`src/rtl/pwm_demod.sv`:
```
// pwm_demod
// Recovers the DW-bit sample carried by each FRAME-tick PWM frame (the input is
// high for the first N ticks, where N is the sample value). Recovered samples go
// into a small show-ahead FIFO that a bus reader drains.
//
// Ports
//   clk       system clock (the only clock)
//   reset     synchronous, active-high
//   tick_i    one-clk strobe at the PWM bit rate; frame logic advances only on it
//   pulse_i   PWM input, asynchronous to clk
//   rd_i      pop the FIFO head (ignored when empty)
//   clr_i     clear the sticky overflow flag
//   data_o    FIFO head sample, 0 when empty (combinational memory read)
//   valid_o   FIFO not empty
//   count_o   FIFO occupancy, 0..DEPTH
//   locked_o  frame alignment confirmed
//   ovf_o     sticky: a sample was dropped because the FIFO was full
module pwm_demod #(
  parameter int FRAME = 64,
  parameter int DW    = 6,
  parameter int DEPTH = 4,
  localparam int AW   = $clog2(DEPTH),
  localparam int CW   = AW + 1
) (
  input  logic          clk,
  input  logic          reset,
  input  logic          tick_i,
  input  logic          pulse_i,
  input  logic          rd_i,
  input  logic          clr_i,
  output logic [DW-1:0] data_o,
  output logic          valid_o,
  output logic [CW-1:0] count_o,
  output logic          locked_o,
  output logic          ovf_o
);

  typedef enum logic {HUNT, TRACK} state_t;

  state_t        state, state_n;
  logic          s1, s, prev;
  logic [DW-1:0] phase, phase_n;
  logic [DW-1:0] hi, hi_n;
  logic          locked_n;
  logic          push;
  logic [DW:0]   hi_sum;
  logic [DW-1:0] hi_sat;
  logic          rise;

  // Two-flop synchronizer; s is the only view of pulse_i the frame logic uses.
  always_ff @(posedge clk) begin
    if (reset) begin
      s1   <= 1'b0;
      s    <= 1'b0;
      prev <= 1'b0;
    end else begin
      s1 <= pulse_i;
      s  <= s1;
      if (tick_i) prev <= s;
    end
  end

  assign rise   = tick_i & s & ~prev;
  // One extra bit so a constantly-high frame (FRAME ticks) clamps to FRAME-1.
  assign hi_sum = {1'b0, hi} + {{DW{1'b0}}, s};
  assign hi_sat = hi_sum[DW] ? {DW{1'b1}} : hi_sum[DW-1:0];

  // ---------------- frame state machine ----------------
  always_ff @(posedge clk) begin
    if (reset) begin
      state    <= HUNT;
      phase    <= '0;
      hi       <= '0;
      locked_o <= 1'b0;
    end else begin
      state    <= state_n;
      phase    <= phase_n;
      hi       <= hi_n;
      locked_o <= locked_n;
    end
  end

  always_comb begin
    state_n  = state;
    phase_n  = phase;
    hi_n     = hi;
    locked_n = locked_o;
    push     = 1'b0;
    case (state)
      HUNT: begin
        // The edge tick itself is phase 0 and counts as one high tick.
        if (rise) begin
          state_n = TRACK;
          phase_n = DW'(1);
          hi_n    = DW'(1);
        end
      end
      TRACK: begin
        if (tick_i) begin
          if (rise && phase != '0) begin
            // Edge inside a frame: drop the partial frame and realign on it.
            locked_n = 1'b0;
            phase_n  = DW'(1);
            hi_n     = DW'(1);
          end else if (phase == DW'(FRAME - 1)) begin
            push     = 1'b1;
            hi_n     = '0;
            phase_n  = '0;
            locked_n = 1'b1;
          end else begin
            phase_n = phase + DW'(1);
            hi_n    = hi_sat;
          end
        end
      end
      default: state_n = HUNT;
    endcase
  end

  // ---------------- show-ahead FIFO ----------------
  logic [DW-1:0] mem [DEPTH];
  logic [AW-1:0] wptr, rptr;
  logic [CW-1:0] count_n;
  logic          full, pop, wr, ovf_set;

  assign full    = (count_o == CW'(DEPTH));
  assign pop     = rd_i & (count_o != '0);
  // A pop in the same cycle frees the slot the push needs.
  assign wr      = push & (~full | pop);
  assign ovf_set = push & full & ~pop;

  always_comb begin
    count_n = count_o;
    if (wr && !pop)      count_n = count_o + CW'(1);
    else if (pop && !wr) count_n = count_o - CW'(1);
  end

  always_ff @(posedge clk) begin
    if (wr) mem[wptr] <= hi_sat;
  end

  always_ff @(posedge clk) begin
    if (reset) begin
      wptr    <= '0;
      rptr    <= '0;
      count_o <= '0;
      valid_o <= 1'b0;
      ovf_o   <= 1'b0;
    end else begin
      if (wr)  wptr <= wptr + AW'(1);
      if (pop) rptr <= rptr + AW'(1);
      count_o <= count_n;
      valid_o <= (count_n != '0);
      // Set has priority over a coincident clear.
      if (ovf_set)    ovf_o <= 1'b1;
      else if (clr_i) ovf_o <= 1'b0;
    end
  end

  // Memory contents are not reset, so mask the head while empty.
  assign data_o = valid_o ? mem[rptr] : '0;

endmodule

```
`config.mk`:
```
export PLATFORM = sky130hd
export DESIGN_NAME = pwm_demod
export DESIGN_NICKNAME = d
export VERILOG_FILES = /design/src/rtl/pwm_demod.sv
export SDC_FILE = /design/constraint.sdc
export NUM_CORES = 1
export LEC_CHECK = 0
export CORE_MARGIN = 2
export CORE_UTILIZATION = 55
export DETAILED_ROUTE_END_ITERATION = 10
export GPL_ROUTABILITY_DRIVEN = 0
export PLACE_DENSITY_LB_ADDON = 0.12
export RECOVER_POWER = 25
export SLEW_MARGIN = 15
export SYNTH_ARGS = -nofsm -noshare
export SYNTH_HDL_FRONTEND = slang
export SYNTH_SLANG_ARGS = --single-unit
export TNS_END_PERCENT = 1
```
`constraint.sdc`:
```
create_clock -name clk -period 2.3 [get_ports clk]
set_input_delay 0.23 -clock clk [delete_from_list [all_inputs] [get_ports clk]]
set_output_delay 0.23 -clock clk [all_outputs]
set_load 0.05 [all_outputs]
```
==> changes_impl.md <==
### Changed

- Final setup vio count: 0
- Avg Inst Size Synth: 11.46 um^2
- Rows: 23
- Ports: 18
- DR DRC count: 0
- Slowest-stage cell, CP: dfxtp_1
- Post-synth top area cell: edfxtp_1
- Sequential share of the synthesized area: 53.50%
- Drt wl/cell: 15.43 um
- Area growth syn-to-layout: 12.75%
- Worst EP required: 2460 ps
- Met2 routed WL: 2.180 mm
- PwrDens: 608.6 mW/mm^2
- First-pass GRT wire length: 7.562 mm
- CP Max Fanout: 7
- Fin area: 0.002700 mm^2
- Ys cells: 209
- Hold EP: s
- Filler cells: 328
- Crit start category: flop
- Core ar.: 0.004086 mm^2
- RSZ-0062 raised after global routing: no
- Layout Nets: 246
- Detailed placement HPWL: 3.228 mm
- Crit path top cell by count: and4_1
- Met1 WL: 1.923 mm
- GRT overflow: 0
- Initial antenna violation count: 0
- Worst Hold Depth: 1
- Ys flop type: dfxtp_1
- Clock sink count: 52
- Max Used Layer: met4
- Clock Tree Root: clkbuf_8
- Min-delay src: s1
- Leak: 0.9732 nW
- Port Buf Inserts: 17
- Worst Max-Slew Pin Slew: 645.9 ps
- Setup total negative slack: 0 ps
- Slew headroom: 56.48%
- Syn_nets: 226
- Min-Delay Path Class: flop to flop
- Flip-flops with a built-in enable: 24
- Drt initial violations: 210
- Combinational Area: 0.001037 mm^2
- Initial core utilization: 58.60%
- TritonCTS Buffers: 5
- Largest net degree at the start of global routing: 18
- Ant diodes: 0
- Count of pins over their slew limit: 0
- H-tree depth: 2
- Reg2Reg Setup Slack: 260 ps
- CP Depth: 6
- Top-area cell share: 30.09%
- CP Capture Point: valid_o
- Number of global-route vias before repair: 1605
- CP peak stage delay: 390 ps
- Crit Path Class: flop to flop
- Final hold slack: 458.8 ps
- Leading cell types by count after synthesis: 28 x dfxtp_1, 26 x nor2_1, 24 x edfxtp_1
- FF-to-FF Start: phase[0]
- Layout cell share with drive strength beyond 1: 11.74%
- Routed vias/inst: 5.911
- Tool warnings: 32
- Worst vdd ir: 454.8 uV
- Post-Syn Instances: 209
- Top cells, area: edfxtp_1 30%, dfxtp_1 23%, ha_1 5.7%, mux4_2 5.6%, nor2_1 4.1%
- Netlist Area Pre-Place: 0.002395 mm^2
- FF-to-FF End: valid_o
- Top delay family on crit path: simple AND/OR/NAND/NOR gates
- Minimum clock period: 2040 ps
- Synth async-reset ratio: 0%
- Worst-path cell chain: ha_1, and4_1, and4_1, mux2_4, o311ai_2, a21oi_1
- Die X: 69.99 um
- Routed length on met3: 156 um
- Tally of yosys warning messages: 0
- Max-cap violations: 0
- Worst EP arrival: 2200 ps
- CP endpoint kind: flop
- Clk slew on worst S/H paths: 90 ps
- Post-synth cell types: 41
- CTS tree: done
- Run status: finished clean
- Reg2Reg Depth: 6
- Final hold violation count: 0
- Flops after synth: 52
- Post-DP Area: 0.002594 mm^2
- CP Launch Point: phase[0]
- Post-CTS Setup Repair Bufs: 0
- Post-CTS Hold Fix Bufs: 0
- Tcrit/Tclk final: 88.69%
- Post-Place Worst Slack: 116.2 ps
- Drt pass-1 iters: 4
- Register area: 0.001281 mm^2
- Maximum clock path buffer count: 2
- Setup slack after layout: 260.2 ps
- Die Ht: 69.99 um
- Post_cts resized: 0
- Antenna-violating nets left: 0
- Critical path buffer and inverter count: 0
- Max Clock Freq: 0.4902 GHz
- Chip Area, Yosys: 0.002395 mm^2
- Total die size: 0.004898 mm^2
- Yosys top cell by instances: dfxtp_1
[area by class of cell]
class,count,share of cell area (%)
repair buffers,20,6.580
multi-input cells,143,38.42
clock inverters,3,1.715
well taps,50,2.317
inverters,7,0.9731
flip-flops and latches,52,47.45
clock buffers,5,2.549
[through the flow]
stage	instances	utilization (%)	total power (W)
after floorplan	209	-	0.001013
after global placement	272	63.47	0.001033
after detailed placement	272	63.47	0.001035
after CTS	280	66.29	0.001656
after global routing	280	66.07	0.001700
final	280	66.07	0.001643
[power breakdown]
group / total, W / internal, W / leakage (nW) / switching, W
Clock: 0.000630 / 0.000328 / 0.0548 / 0.000302
Sequential: 0.000968 / 0.000964 / 0.458 / 0.00000386
Combinational: 0.0000450 / 0.0000187 / 0.461 / 0.0000263
[placed cells by master (no fill, tap or decap), drive strengths merged, types with 5 or more instances in the layout]
master         count
buf                9
and2              14
clkbuf             5
clkdlybuf4s50      8
mux4               6
nor2              26
nand2             13
inv                8
nand4              6
a21oi             10
nand2b             5
ha                11
o21ai              6
dfxtp             28
a22oi              7
edfxtp            24
nor2b              5
[layer usage]
metal  up-vias  global-route usage (%)
li1        791                       -
met1       806                   24.01
met2        50                   33.54
met3         8                   3.608
met4         0                   6.197
met5         -                       0
[registers in the layout, summed over array words and instances, names as in the netlist, named ones only]
name	flops
s	1
s1	1
valid_o	1
state	1
prev	1
locked_o	1
mem	24
phase	6
wptr	2
rptr	2
count_o	3
hi	6
ovf_o	1
[logic make-up after synthesis]
group,share of synthesized area [%]
buf+inv,2.822
fa+ha+maj,5.747
simple gates,18.50
xor+xnor,2.560
flops,53.50
mux,7.158
compound gates,9.718
Fig. 1: routed clock nets over the placement
Bar = 20 um.
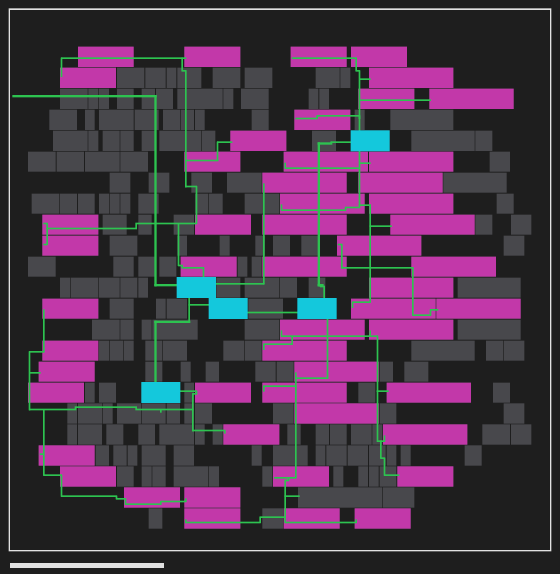
- cyan: clock drivers (count 5)
- green: clock wires (length 531 um)
- magenta: flip-flops (count 52)
- flops lie: all over the die
skew final: 6.611 ps
Clk Latency, worst-skew pair: 300 ps
clock network power share: 38.3%
Clock net power: 0.000630 W

Fig. 2: the metal 2 layer
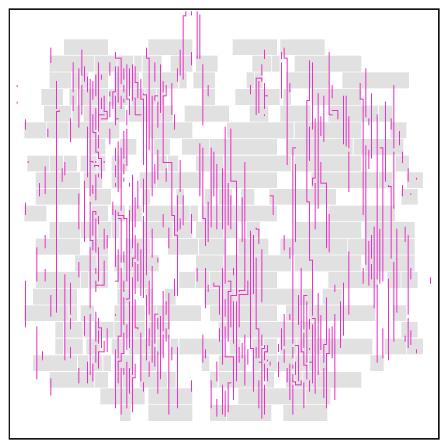
- longest straight run: 32.8 um
- share of all routed wire: 50%
- nets with wire on the layer: 210
DR vias: 1655
final WL: 4.319 mm

Fig. 3: track usage over the die
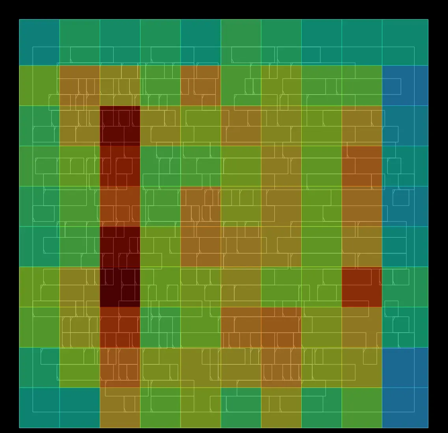
GR Util All Layers: 19.21%
M1 GR Usage: 24.01%
met2 usage: 33.54%
layer with the highest usage: met2
grt met3 use: 3.608%

Fig. 4: signal wires on met3
Bar = 20 um.
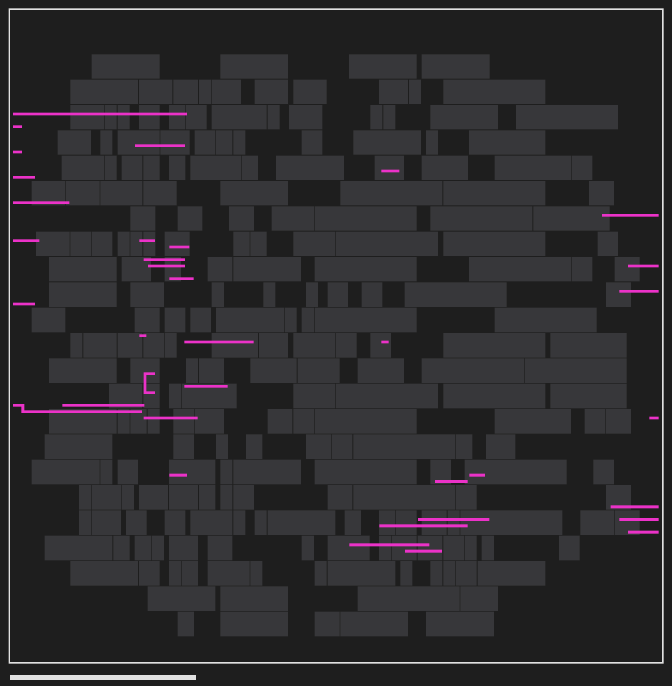
- main direction: horizontal
- wire length on this layer: 156 um

Power and IR drop assume default switching activity.
